`src/rtl/axrm_error_monitor.sv`:
```
// Error-distance monitor for the AxRM approximate multiplier: compares approximate
// products against the exact product and accumulates window statistics.
module axrm_error_monitor #(
  parameter int WIDTH = 8,
  parameter int CNT_W = 16,
  parameter int ACC_W = 32
) (
  input  logic               clk,
  input  logic               rst_n,
  input  logic               start,
  input  logic [CNT_W-1:0]   num_samples,
  input  logic               in_valid,
  output logic               in_ready,
  input  logic [WIDTH-1:0]   a,
  input  logic [WIDTH-1:0]   b,
  input  logic [2*WIDTH-1:0] approx,
  output logic               busy,
  output logic               done,
  output logic [ACC_W-1:0]   sum_ed,
  output logic [2*WIDTH-1:0] max_ed,
  output logic [WIDTH-1:0]   max_a,
  output logic [WIDTH-1:0]   max_b,
  output logic [CNT_W-1:0]   err_count
);

  typedef enum logic [1:0] {IDLE, RUN, DRAIN, DONE} state_t;

  state_t state, state_nxt;

  logic [CNT_W-1:0]   remaining;
  logic               accept;
  logic               clear;

  logic               s1_valid;
  logic [WIDTH-1:0]   s1_a, s1_b;
  logic [2*WIDTH-1:0] s1_approx, s1_exact;
  logic [2*WIDTH-1:0] s1_ed;

  logic               s2_valid;
  logic [WIDTH-1:0]   s2_a, s2_b;
  logic [2*WIDTH-1:0] s2_ed;

  logic [ACC_W:0]     sum_wide;
  logic [ACC_W-1:0]   sum_sat;

  assign in_ready = (state == RUN);
  assign busy     = (state == RUN) || (state == DRAIN);
  assign done     = (state == DONE);
  assign accept   = in_valid && in_ready;
  assign clear    = start && ((state == IDLE) || (state == DONE));

  always_comb begin
    state_nxt = state;
    case (state)
      IDLE, DONE: if (start) state_nxt = (num_samples != '0) ? RUN : DONE;
      RUN:        if (accept && remaining == CNT_W'(1)) state_nxt = DRAIN;
      DRAIN:      if (!s1_valid && !s2_valid) state_nxt = DONE;
      default:    state_nxt = IDLE;
    endcase
  end

  always_ff @(posedge clk or negedge rst_n) begin
    if (!rst_n) begin
      state     <= IDLE;
      remaining <= '0;
    end else begin
      state <= state_nxt;
      if (clear)       remaining <= num_samples;
      else if (accept) remaining <= remaining - 1'b1;
    end
  end

  // Stage 1 captures the sample together with its exact product.
  always_ff @(posedge clk or negedge rst_n) begin
    if (!rst_n) begin
      s1_valid  <= 1'b0;
      s1_a      <= '0;
      s1_b      <= '0;
      s1_approx <= '0;
      s1_exact  <= '0;
    end else begin
      s1_valid <= accept;
      if (accept) begin
        s1_a      <= a;
        s1_b      <= b;
        s1_approx <= approx;
        s1_exact  <= {{WIDTH{1'b0}}, a} * {{WIDTH{1'b0}}, b};
      end
    end
  end

  // |exact - approx| always fits in 2*WIDTH bits since both are unsigned.
  assign s1_ed = (s1_exact >= s1_approx) ? (s1_exact - s1_approx)
                                         : (s1_approx - s1_exact);

  always_ff @(posedge clk or negedge rst_n) begin
    if (!rst_n) begin
      s2_valid <= 1'b0;
      s2_a     <= '0;
      s2_b     <= '0;
      s2_ed    <= '0;
    end else begin
      s2_valid <= s1_valid;
      if (s1_valid) begin
        s2_a  <= s1_a;
        s2_b  <= s1_b;
        s2_ed <= s1_ed;
      end
    end
  end

  assign sum_wide = {1'b0, sum_ed} + {{(ACC_W+1-2*WIDTH){1'b0}}, s2_ed};
  assign sum_sat  = sum_wide[ACC_W] ? {ACC_W{1'b1}} : sum_wide[ACC_W-1:0];

  // Strict greater-than keeps the earliest sample on ties.
  always_ff @(posedge clk or negedge rst_n) begin
    if (!rst_n) begin
      sum_ed    <= '0;
      max_ed    <= '0;
      max_a     <= '0;
      max_b     <= '0;
      err_count <= '0;
    end else if (clear) begin
      sum_ed    <= '0;
      max_ed    <= '0;
      max_a     <= '0;
      max_b     <= '0;
      err_count <= '0;
    end else if (s2_valid) begin
      sum_ed <= sum_sat;
      if (s2_ed != '0) err_count <= err_count + 1'b1;
      if (s2_ed > max_ed) begin
        max_ed <= s2_ed;
        max_a  <= s2_a;
        max_b  <= s2_b;
      end
    end
  end

endmodule

```
`config.mk`:
```
export PLATFORM = sky130hd
export DESIGN_NAME = axrm_error_monitor
export DESIGN_NICKNAME = d
export VERILOG_FILES = /design/src/rtl/axrm_error_monitor.sv
export SDC_FILE = /design/constraint.sdc
export NUM_CORES = 1
export LEC_CHECK = 0
export ABC_AREA = 1
export CAP_MARGIN = 20
export CORE_ASPECT_RATIO = 1.5
export CORE_MARGIN = 2
export CORE_UTILIZATION = 35
export CTS_BUF_LIST = sky130_fd_sc_hd__clkbuf_2 sky130_fd_sc_hd__clkbuf_4 sky130_fd_sc_hd__clkbuf_8
export CTS_CLUSTER_DIAMETER = 100
export CTS_CLUSTER_SIZE = 14
export DETAILED_ROUTE_END_ITERATION = 8
export GPL_TIMING_DRIVEN = 0
export SETUP_SLACK_MARGIN = 0.05
export SLEW_MARGIN = 20
export SYNTH_ARGS = -nofsm -noshare
export SYNTH_HDL_FRONTEND = slang
export SYNTH_SLANG_ARGS = --single-unit
```
`constraint.sdc`:
```
create_clock -name clk -period 5.35 [get_ports clk]
set_input_delay 1.07 -clock clk [delete_from_list [all_inputs] [get_ports clk]]
set_output_delay 1.07 -clock clk [all_outputs]
set_load 0.02 [all_outputs]
```
**Run 1: cell density map**

The die is cut into 17 by 25 equal tiles; white is low, dark blue is high, 0 to 100% covered.
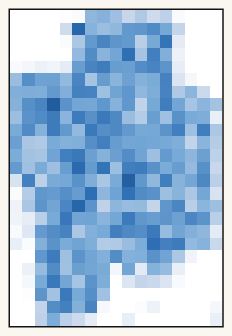
tiles over 75% full: 1.4%
nearly empty tiles: 19%
fullest tile: 83%
emptiest ninth of the die: lower right
mean over tiles: 38%

**Run 1: register map, names as in the netlist**

Scale bar: 50 um. Other sequential cells in the stronger gray, the rest of the logic in the fainter gray.
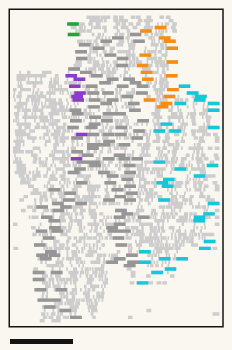
| signal | color | sequential cells |
|---|---|---|
| err_count | orange | 16 |
| state | green | 2 |
| sum_ed | cyan | 32 |
| s1_a | purple | 8 |
not colored: 122

**Run 1: placement by cell class**

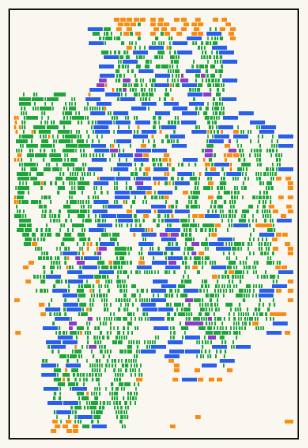
| class | color | cells |
|---|---|---|
| clock drivers and dummy loads | purple | 32 |
| all other logic | green | 1,757 |
| flops | blue | 180 |
| other buffers and delay cells | orange | 195 |

**Run 1: placed standard cells**

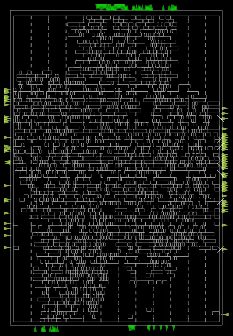
fin cells: 2,665
tap cells: 500
Core Util, Final: 41.3%

==> deck_impl_summary.md, run 1 <==
Physical Implementation Snapshot

Setup path
  • Buf+Inv Stages, Crit Path: 4
  • Critical path's slowest cell: fa_1
  • Crit. End Element: flop
  • Kind of cell adding the most delay to the critical path: adder cells
  • Critical path endpoint: s1_exact[15]
  • Critical path required time: 5.73 ns
  • Critical path class: input port to flop
  • Crit Path Max Fanout: 9

Power
  • Sw frac: 52.6%
  • PwrDens: 577 mW/mm^2
  • Internal: 0.00445 W
  • Comb power: 0.00605 W
  • Psw: 0.00494 W
  • Sequential power share: 25.4%
  • Clock power share: 10.2%

Timing
  • Max_slew headroom: 58.8%
  • Final min period: 4.86 ns
  • Final hold vios: 0
  • Final hold slack: 0.396 ns
  • Fmax: 206 MHz

Place
  • GP Congestion: 0.927
  • I/O Buffers: 118
  • Post-placement cell area: 0.0159 mm^2

Outcome
  • Failing checks: design-rule violations
  • Status: finished with violations

Synth
  • FF+latch count, synth: 180
  • Simple-Gate Area Share: 32.9%
  • Top cells by count: nand2_1 (761), inv_1 (290), dfrtp_1 (180)
  • Commonest flop: dfrtp_1
  • Adders+Majority by Area: 15.0%
  • Async S/R FF share, synth: 100%
  • Area leader, netlist: dfrtp_1
  • Sequential fraction of the synthesis area: 32.1%
  • Gate Count Post-Synth: 2,012
  • Chip area estimate from yosys synthesis: 0.0140 mm^2
  • Unique masters post-synth: 45
  • Netlist Area Pre-Place: 0.0140 mm^2
  • Synthesized Nets: 2,209
  • Post-synth EDFFs: 0

Final layout
  • Clock buffer count: 22
  • Repair and plain buffers: 195
  • Clock buf/inv share: 2.42%
  • Top cells excl fill/tap: nand2_1 (761), inv_1 (290), dfrtp_1 (180)
  • Multi-input gate area: 0.00806 mm^2
  • Fraction of cell area in non-clock buffers: 9.68%
  • Storage element area: 0.00450 mm^2
  • Area growth syn-to-layout: 16.1%
  • Flops: 180

Global routing
  • M3 GR Usage: 3.02%
  • First-pass GRT wire length: 69.4 mm
  • All-layer global routing usage: 21.0%
  • Number of antenna violations at the first check in global routing: 1
  • GR Layer Usage met1: 21.9%
  • Largest net degree at the start of global routing: 66

Route
  • # DRC: 8
  • Top Layer Used: met4
  • Vias/cell: 4.95
  • Vias: 13,191
  • Met2 WL: 22.7 mm
  • WL met1: 15.7 mm

Clock tree
  • CTS Hold Buffers Added: 0
  • Post-CTS setup buffers: 0
  • Latency at later pin: 0.51 ns

Flow run
  • Max-cap violations: 0
  • OpenROAD warning count: 45
==> run 2, diff against run 1 <==
--- a/config.mk
+++ b/config.mk
@@ -9,12 +9,13 @@
 export CAP_MARGIN = 20
 export CORE_ASPECT_RATIO = 1.5
 export CORE_MARGIN = 2
-export CORE_UTILIZATION = 35
+export CORE_UTILIZATION = 45
 export CTS_BUF_LIST = sky130_fd_sc_hd__clkbuf_2 sky130_fd_sc_hd__clkbuf_4 sky130_fd_sc_hd__clkbuf_8
 export CTS_CLUSTER_DIAMETER = 100
 export CTS_CLUSTER_SIZE = 14
 export DETAILED_ROUTE_END_ITERATION = 8
 export GPL_TIMING_DRIVEN = 0
+export PLACE_DENSITY = 0.65
 export SETUP_SLACK_MARGIN = 0.05
 export SLEW_MARGIN = 20
 export SYNTH_ARGS = -nofsm -noshare
==> constraint.sdc (replaced) <==
create_clock -name clk -period 6.1 [get_ports clk]
set_input_delay 1.22 -clock clk [delete_from_list [all_inputs] [get_ports clk]]
set_output_delay 1.22 -clock clk [all_outputs]
set_load 0.02 [all_outputs]
**Run 2: placement by cell class**

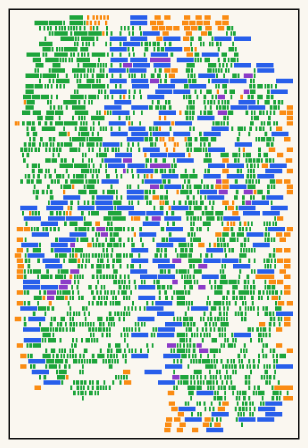
| class | color | cells |
|---|---|---|
| other buffers and delay cells | orange | 195 |
| all other logic | green | 1,757 |
| clock drivers and dummy loads | purple | 32 |
| flops | blue | 180 |

==> deck_impl_summary.md, run 2 <==
Physical Implementation Snapshot

Global routing
  • GR Layer Usage met1: 27.2% (+5.4 points)
  • First-pass GRT wire length: 65.0 mm (-6.3%)
  • Number of antenna violations at the first check in global routing: 0 (-1)
  • All-layer global routing usage: 25.2% (+4.3 points)

Route
  • Vias/cell: 5.10 (+3.0%)
  • Vias: 13,096 (-0.72%)
  • Top Layer Used: met4
  • Met2 WL: 21.7 mm (-4.8%)
  • WL met1: 15.1 mm (-3.8%)

Power
  • Clock power share: 10.9% (+0.7 points)
  • Psw: 0.00429 W (-13%)
  • Internal: 0.00391 W (-12%)
  • Comb power: 0.00520 W (-14%)
  • PwrDens: 507 mW/mm^2 (-12%)
  • Sw frac: 52.3% (-0.30 points)
  • Sequential power share: 25.7% (+0.3 points)

Final layout
  • Fraction of cell area in non-clock buffers: 9.74% (+0.055 points)
  • Repair and plain buffers: 195 (unchanged)
  • Clock buf/inv share: 2.61% (+0.19 points)
  • Clock buffer count: 17 (-23%)
  • Core Util, Final: 52.5% (+11 points)
  • Top cells excl fill/tap: nand2_1 (761), inv_1 (290), dfrtp_1 (180)
  • Multi-input gate area: 0.00806 mm^2 (unchanged)
  • Storage element area: 0.00450 mm^2 (unchanged)

Timing
  • Fmax: 203 MHz
  • Max_slew headroom: 48.3% (-11 points)
  • Final hold vios: 0 (unchanged)
  • Final min period: 4.93 ns

Outcome
  • Status: completed

Setup path
  • Critical path endpoint: s1_exact[13]
  • Crit. End Element: flop
  • Critical path class: input port to flop
  • Buf+Inv Stages, Crit Path: 4 (unchanged)
  • Crit Path Max Fanout: 9 (unchanged)
  • Kind of cell adding the most delay to the critical path: adder cells
  • Critical path required time: 6.47 ns (+0.74 ns)

Clock tree
  • Latency at later pin: 0.51 ns (about the same)
  • Post-CTS setup buffers: 0 (unchanged)

Flow run
  • OpenROAD warning count: 45 (unchanged)
  • Max-cap violations: 0 (unchanged)

Synth
  • Top cells by count: nand2_1 (761), inv_1 (290), dfrtp_1 (180)
  • Post-synth EDFFs: 0 (unchanged)
  • Adders+Majority by Area: 15.0% (unchanged)
  • Async S/R FF share, synth: 100% (unchanged)
  • Chip area estimate from yosys synthesis: 0.0140 mm^2 (unchanged)
  • Sequential fraction of the synthesis area: 32.1% (unchanged)
  • Synthesized Nets: 2,209 (unchanged)
  • Netlist Area Pre-Place: 0.0140 mm^2 (unchanged)

Place
  • I/O Buffers: 118 (unchanged)
  • GP Congestion: 0.967 (+4.3%)

Floorplanning
  • Tap cells: 405 (-19%)
**Run 2: placed standard cells**

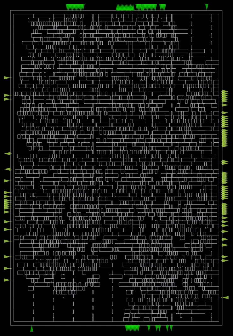
CORE AREA: 0.0308 mm^2
Flops: 180
Seq/total area: 27.8%
fin cells: 2,569

Power is estimated from default activity; no workload was simulated.
